**src/rtl/rf_wb_arbiter.sv**
```systemverilog
// rtl/rf_wb_arbiter.sv - register-file write port arbiter: pipeline WB vs queued MDU results
// Pipeline writes always win; MDU results drain from a FIFO into idle slots and a scoreboard tracks pending MDU destinations.
module rf_wb_arbiter #(
  parameter int FIFO_DEPTH   = 4,
  parameter int STARVE_LIMIT = 8
) (
  input  logic        clk,
  input  logic        rst,
  input  logic        pipe_we_i,
  input  logic [4:0]  pipe_addr_i,
  input  logic [31:0] pipe_data_i,
  input  logic        mdu_valid_i,
  output logic        mdu_ready_o,
  input  logic [4:0]  mdu_addr_i,
  input  logic [31:0] mdu_data_i,
  input  logic        iss_valid_i,
  input  logic [4:0]  iss_addr_i,
  output logic        iss_ready_o,
  input  logic [4:0]  chk_rs_i,
  input  logic [4:0]  chk_rt_i,
  input  logic [4:0]  chk_rd_i,
  output logic        haz_rs_o,
  output logic        haz_rt_o,
  output logic        haz_rd_o,
  output logic        wb_stall_o,
  output logic        rf_we_o,
  output logic [4:0]  rf_waddr_o,
  output logic [31:0] rf_wdata_o,
  output logic        rf_src_o
);
  localparam int PW = $clog2(FIFO_DEPTH);
  localparam int CW = PW + 1;
  localparam int SW = $clog2(STARVE_LIMIT + 1);

  logic [4:0]    addr_mem [FIFO_DEPTH];
  logic [31:0]   data_mem [FIFO_DEPTH];
  logic [PW-1:0] wr_ptr_q, rd_ptr_q;
  logic [CW-1:0] cnt_q, cnt_d;
  logic [31:0]   pending_q, pending_d;
  logic [SW-1:0] starve_q, starve_d;
  logic          wb_stall_q, wb_stall_d;
  logic          rf_we_q, rf_we_d;
  logic [4:0]    rf_waddr_q, rf_waddr_d;
  logic [31:0]   rf_wdata_q, rf_wdata_d;
  logic          rf_src_q, rf_src_d;
  logic          full, empty, push, pop;

  assign full  = (cnt_q == CW'(FIFO_DEPTH));
  assign empty = (cnt_q == '0);
  assign push  = mdu_valid_i && !full;
  assign pop   = !pipe_we_i && !empty;

  assign mdu_ready_o = !full;
  assign iss_ready_o = !pending_q[iss_addr_i];
  assign haz_rs_o    = pending_q[chk_rs_i] && (chk_rs_i != 5'd0);
  assign haz_rt_o    = pending_q[chk_rt_i] && (chk_rt_i != 5'd0);
  assign haz_rd_o    = pending_q[chk_rd_i] && (chk_rd_i != 5'd0);
  assign wb_stall_o  = wb_stall_q;
  assign rf_we_o     = rf_we_q;
  assign rf_waddr_o  = rf_waddr_q;
  assign rf_wdata_o  = rf_wdata_q;
  assign rf_src_o    = rf_src_q;

  always_comb begin
    cnt_d = cnt_q + CW'(push) - CW'(pop);

    if (empty || pop)
      starve_d = '0;
    else if (starve_q == SW'(STARVE_LIMIT))
      starve_d = starve_q;
    else
      starve_d = starve_q + SW'(1);

    // Stall is registered from next state so it tracks the current queue condition.
    wb_stall_d = (starve_d == SW'(STARVE_LIMIT)) || (cnt_d == CW'(FIFO_DEPTH));

    rf_we_d    = 1'b0;
    rf_waddr_d = 5'd0;
    rf_wdata_d = 32'd0;
    rf_src_d   = 1'b0;
    if (pipe_we_i) begin
      rf_we_d    = (pipe_addr_i != 5'd0);
      rf_waddr_d = pipe_addr_i;
      rf_wdata_d = pipe_data_i;
    end else if (pop) begin
      rf_we_d    = (addr_mem[rd_ptr_q] != 5'd0);
      rf_waddr_d = addr_mem[rd_ptr_q];
      rf_wdata_d = data_mem[rd_ptr_q];
      rf_src_d   = 1'b1;
    end

    pending_d = pending_q;
    if (rf_we_q && rf_src_q)
      pending_d[rf_waddr_q] = 1'b0;
    if (iss_valid_i && iss_ready_o && (iss_addr_i != 5'd0))
      pending_d[iss_addr_i] = 1'b1;
  end

  always_ff @(posedge clk) begin
    if (push) begin
      addr_mem[wr_ptr_q] <= mdu_addr_i;
      data_mem[wr_ptr_q] <= mdu_data_i;
    end
  end

  always_ff @(posedge clk or negedge rst) begin
    if (!rst) begin
      wr_ptr_q   <= '0;
      rd_ptr_q   <= '0;
      cnt_q      <= '0;
      pending_q  <= '0;
      starve_q   <= '0;
      wb_stall_q <= 1'b0;
      rf_we_q    <= 1'b0;
      rf_waddr_q <= 5'd0;
      rf_wdata_q <= 32'd0;
      rf_src_q   <= 1'b0;
    end else begin
      if (push) wr_ptr_q <= wr_ptr_q + PW'(1);
      if (pop)  rd_ptr_q <= rd_ptr_q + PW'(1);
      cnt_q      <= cnt_d;
      pending_q  <= pending_d;
      starve_q   <= starve_d;
      wb_stall_q <= wb_stall_d;
      rf_we_q    <= rf_we_d;
      rf_waddr_q <= rf_waddr_d;
      rf_wdata_q <= rf_wdata_d;
      rf_src_q   <= rf_src_d;
    end
  end
endmodule
```
**config.mk**
```make
export PLATFORM = sky130hd
export DESIGN_NAME = rf_wb_arbiter
export DESIGN_NICKNAME = d
export VERILOG_FILES = /design/src/rtl/rf_wb_arbiter.sv
export SDC_FILE = /design/constraint.sdc
export NUM_CORES = 1
export LEC_CHECK = 0
export CORE_MARGIN = 2
export CORE_UTILIZATION = 28
export CTS_CLUSTER_DIAMETER = 100
export DETAILED_ROUTE_END_ITERATION = 10
export HOLD_SLACK_MARGIN = 0.06
export MAX_ROUTING_LAYER = met4
export PLACE_DENSITY = 0.51
export SETUP_SLACK_MARGIN = 0.02
export SYNTH_ARGS = -nofsm -noshare
export SYNTH_HDL_FRONTEND = slang
export SYNTH_SLANG_ARGS = --single-unit
```
**constraint.sdc**
```tcl
create_clock -name clk -period 3.34 [get_ports clk]
set_input_delay 0.668 -clock clk [delete_from_list [all_inputs] [get_ports clk]]
set_output_delay 0.668 -clock clk [all_outputs]
set_load 0.03 [all_outputs]
```
==> reports/results.ini <==
[grt]
grt_antenna_before_repair = 2
grt.met2_usage_pct = 23.27
grt-busiest-layer = met2
gr_overflow_total = 0
grtUsageTotal_pct = 14.39

[drt]
top_layer_used = met4
detail_route.wirelength_mm = 25.34
detail_route.drc_violations = 0
met1_wl_mm = 10.75
dr_wl_met2_mm = 12.09
drtPass1Iterations = 4
route.vias.total = 5993
wl_met3_mm = 1.767
initialDrtViolationCount = 396

[min_path]
hold_class = in -> async

[power_and_ir_drop]
vdd_ir_drop_max_v = 0.0004015
powerSeq_uw = 4580
cellPowerDensity_mw_per_mm2 = 824.2
power.leakage_uw = 0.004516
report.power.total_uw = 10610
power_clock_uw = 2790
p_switching_uw = 3445
switching_share_pct = 32.46
comb_power_share_pct = 30.6

[sta]
hold_viol_final = 0
min_period_ps = 3220
slew_viol_final = 0
max_slew_margin_pct = 49.03
worstMarginPinSlew_ps = 764.5

[clock_tree]
max-clock-path-buffers = 3
cts_root_buf = clkbuf_16
clk_pin_slew_worst_paths_ps = 60
clock_tree.htree_level_count = 1
cts.hold.buffers_added = 0
gates_resized_cts_repair = 6

[job]
openroad.warnings = 30

[placed_design]
pre_cts_ws_ps = -244.9
place_hpwl_mm = 16.24
dp.cells = 1164

[finish]
clkcell_share_pct = 6.490
area.share.sequential_pct = 50.66
nFillCells = 3225
mostFrequentLayoutCell = edfxtp_1
utilization_pct = 37.19
seq_area_sq_mm = 0.006524
final_non_filler_cell_total = 1213
antenna_cells_inserted = 3
max_reg_flops = 128
stdcell_area_sq_mm = 0.01288
non_clk_bufs = 175
dominant-cell-class = registers

[worst_setup_path]
setup.reg_to_reg.worst_slack_ps = 1030
crit_path_end = haz_rd_o
worstPathArrival_ps = 2550
reg2reg_capture_point = wb_stall_o$_DFF_PN0_
timing.critical_path.depth = 6
crit-reg2reg-launch = cnt_q[2]$_DFF_PN0_
path_delay_family = buffers and inverters
critPathKind = in -> out
worst_setup_path_start_kind = primary input
critPathMaxStageDelay_ps = 610

[synthesis]
yosysCellCount = 564
top_area_share_pct = 45.05
enable_flop_cells = 148
yosys.stat.seqShare_pct = 66.10
post_synth_ao_oa_area_fraction_pct = 7.571
area_fraction_in_full_adders_half_adders_and_majority_gates_pct = 1.218
synthFlopType = edfxtp_1
yosys_area_sq_mm = 0.009866
syn-cell-area_sq_mm = 0.009866
synth.cellmix.simpleShare_pct = 5.327
common_cells = 148 x edfxtp_1, 83 x dfrtp_1, 63 x mux4_2, 37 x a22o_1, 31 x o21ai_0
topCellsByArea = edfxtp_1 45%, dfrtp_1 21%, mux4_2 14%
synth-xor-area-share_pct = 0.6214

[run_status]
outcome = finished clean

[floorplanning]
die_width_um = 191.7
coreArea_sq_mm = 0.03463
floorplan.initialDensity_pct = 28.49
placement_rows = 68

Fig. 1: register map, names as in the netlist
The bar under the picture is 50 um long. Other sequential cells in the stronger grey, the rest of the logic in the fainter grey.
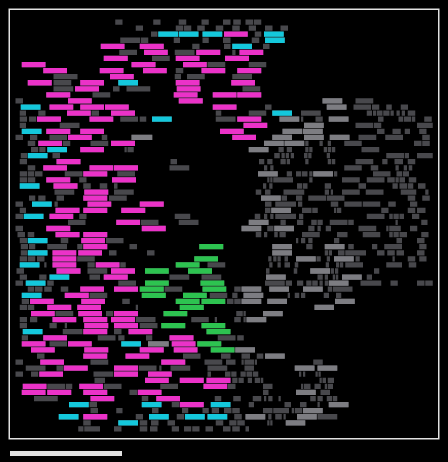
- addr_mem: green (placed flops 20)
- data_mem: magenta (placed flops 128)
- rf_wdata_o: cyan (placed flops 32)

Fig. 2: clock routing
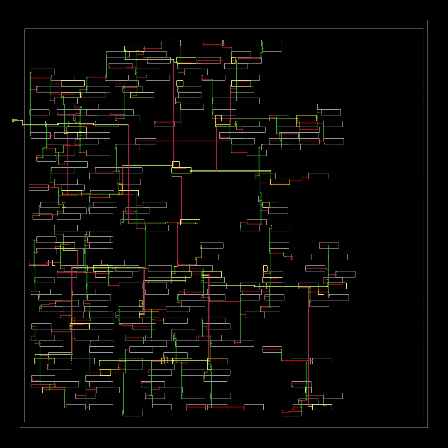
Clk Latency, worst-skew pair: 530 ps
number of clock buffer instances in the layout: 31
worst clock skew: 18.54 ps

